Design display_contador, sky130hd; sources not shown.
Fig. 1: where the registers sit
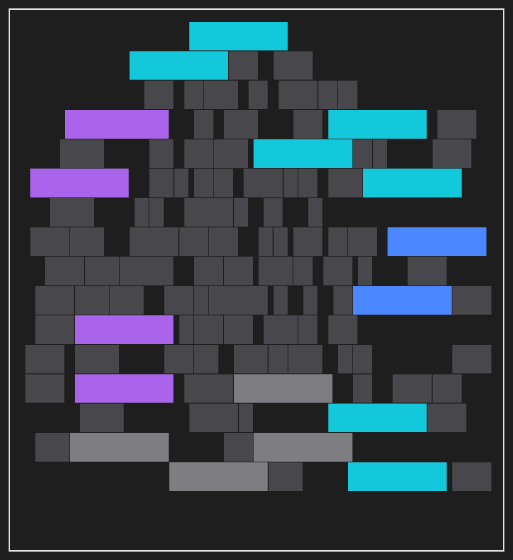
cap -> purple  # sequential cells 4
an -> blue  # sequential cells 2
seg -> cyan  # sequential cells 7
not colored = 4
Storage cell area: 426.7 µm²
Final Core Density: 58.89%
sequential logic power: 0.000452 W

Fig. 2: clock distribution
The bar under the picture is 10 µm long.
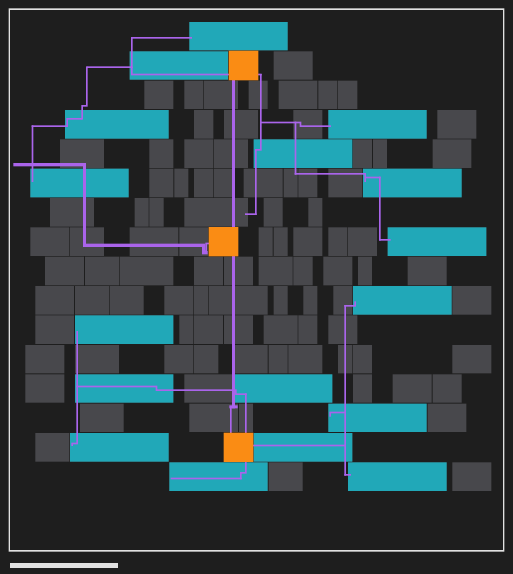
flip-flops -> cyan  # count 17
clock wires -> purple  # length 217 µm
cells driving clock nets -> orange  # count 3
routed clock nets = 4
Setup Skew: 8.091 ps
Clk power: 0.000206 W
Clk pwr share: 20.3%
clk latency late pin: 300 ps

Fig. 3: selected gate families
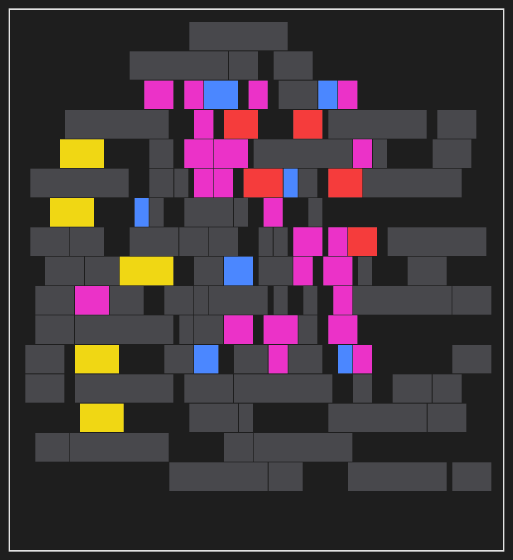
NAND gates -> blue  # cells 7
inverting AOI/OAI gates -> magenta  # cells 22
AND-OR and OR-AND gates -> red  # cells 5
multiplexers -> yellow  # cells 5, where west
fin cells: 140
Comb area share: 38.89%

Fig. 4: cell sizes after repair
The bar under the picture is 10 µm long.
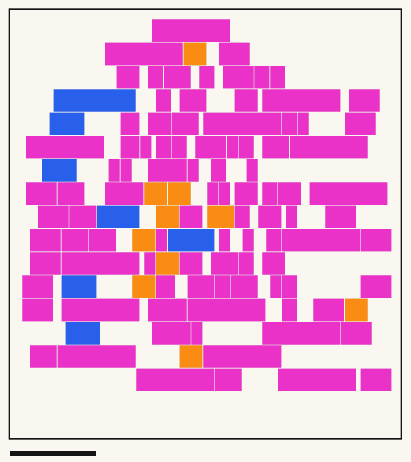
drive 3 to 4 -> orange  # cells 10, most used buf_4
drive 2 -> blue  # cells 7, most used mux2_2
drive 1 or less -> magenta  # cells 95
Layout area overhead: 24.80%
Non-clk bufs: 22
Finished Cell Area: 1177 µm²
setup ws final: 139.1 ps

==> flow_metrics.tcl <==
# yosys + openroad results
set metrics [dict create \
    postPlaceCellArea_um2 1129 \
    postCtsSetupBuffers 0 \
    diodes 0 \
    die_h_um 50.02 \
    grt_use_met2_pct 30.00 \
    drt_first_pass_iters 2 \
    critPathArrivalTime_ps 1860 \
    critPathMaxFanout 3 \
    synth_top_area_share_pct 45.09 \
    cts_resized 0 \
    synthSimpleGateAreaFrac_pct 9.947 \
    clkbuf_count 4 \
    cp_top_family "AND-OR/OR-AND gates" \
    edf_count 0 \
    clockNetworkAreaShare_pct 2.232 \
    largest_class "multi-input combinational cells" \
    pwr-share-comb_pct 35.1 \
    dp_hpwl_um 1265 \
    ys_warn_count 0 \
    top_area_cell "dfrtp_1" \
    tritoncts "done" \
    logic_gates 62 \
    routabilityCongestion 0.8429 \
    status "finished, final reports clean" \
    initCoreUtil_pct 47.18 \
    wl_met2_um 905 \
    min_period_over_period_pct 92.27 \
    taps 28 \
    finalWirelength_um 1815 \
    fin_crit_ps 1661 \
    crit_type "reg -> reg" \
    seq_share_pct 36.24 \
    leakage_nw 0.4922 \
    yosys.area_share.aoi_pct 18.97 \
    critical-path-max-stage-delay_ps 380 \
    power_leader "registers" \
    p_total_w 0.001014 \
    p_comb_w 0.000356 \
    whs_ps 188.2 \
    io_pins 17 \
    grt_max_degree 18 \
    ant_nets 0 \
    dr_total_vias 776 \
    yosys-mux-area-fraction_pct 5.836 \
    start_kind "register" \
    wl_met1_um 803 \
    grt_pass1_vias 712 \
    antenna_found_initial 0 \
    grt_pass1_wl_um 3146 \
    most_common_cell "dfrtp_1" \
    top_cells_by_area "dfrtp_1 (45%), ha_1 (6.6%), xnor2_1 (5.6%)" \
    met3_usage_pct 3.297 \
    yosysCellCount 93 \
    htree_levels 1 \
    routedWlPerCell_um 12.96 \
    vias_per_cell 5.543 \
    logic_family "AND-OR/OR-AND gates" \
    crit_path_end_kind "register" \
    adder_share_pct 6.631 \
    drv_cap 0 \
    hold_path.class "in -> async" \
    reg2reg_depth 6 \
    cts_sinks 17 \
    cp_cell_sequence "inv_1 -> mux2i_2 -> ha_1 -> a21oi_1 -> o221ai_1 -> a22o_1" \
    crit_buf_inv 1 \
    p_int_w 0.0007047 \
    drt_iter0_markers 5 \
    path_depth 6 \
    numPortBuffers 16 \
    yosysChipArea_um2 943.4 \
    remaining_drc_errors 0 \
    switching_share_pct 30.50 \
    layout-drive-gt1-share_pct 15.18 \
    hold_viol 0 \
    overflow 0 \
    fmax_mhz 602.1 \
    maxSlewViolCount 0 \
    top_layer_used "met4" \
    async_flop_share_pct 100.0 \
    fin_setup_tns_ps 0 \
    nNetsFinal 125 \
    core_um2 1999 \
    slew_headroom_pct 80.46 \
    cts_inserted_buffers 3 \
    p_switching_w 0.0003093 \
    grt_use_total_pct 19.86 \
    crit_required_ps 2000 \
    yosys-top-cells-count "dfrtp_1 (17), a21oi_1 (9), inv_1 (7)" \
    ff_type "dfrtp_1" \
    synth.cellmix.xorXnorShare_pct 6.499 \
    n_all_inverters 7 \
    num-fill-cells 182 \
    syn_avg_cell_area_um2 10.14 \
    warnings 28 \
    setup_viol 0 \
    ys_ff 17 \
    design.seq.count 17 \
    rrSetupSlack_ps 140 \
    comb_area_um2 457.9 \
    root_buffer "clkbuf_4" \
    slowest_stage "dfrtp_1" \
    ir_worst_vdd_mv 0.4257 \
    largest_register_ffs 7 \
    nonClkBufAreaFrac_pct 17.43 \
    ys_seq_share_pct 45.09 \
    hold_buffers 0 \
    clk_pin_slew_ps 100 \
]
Power is estimated from default activity; no workload was simulated.
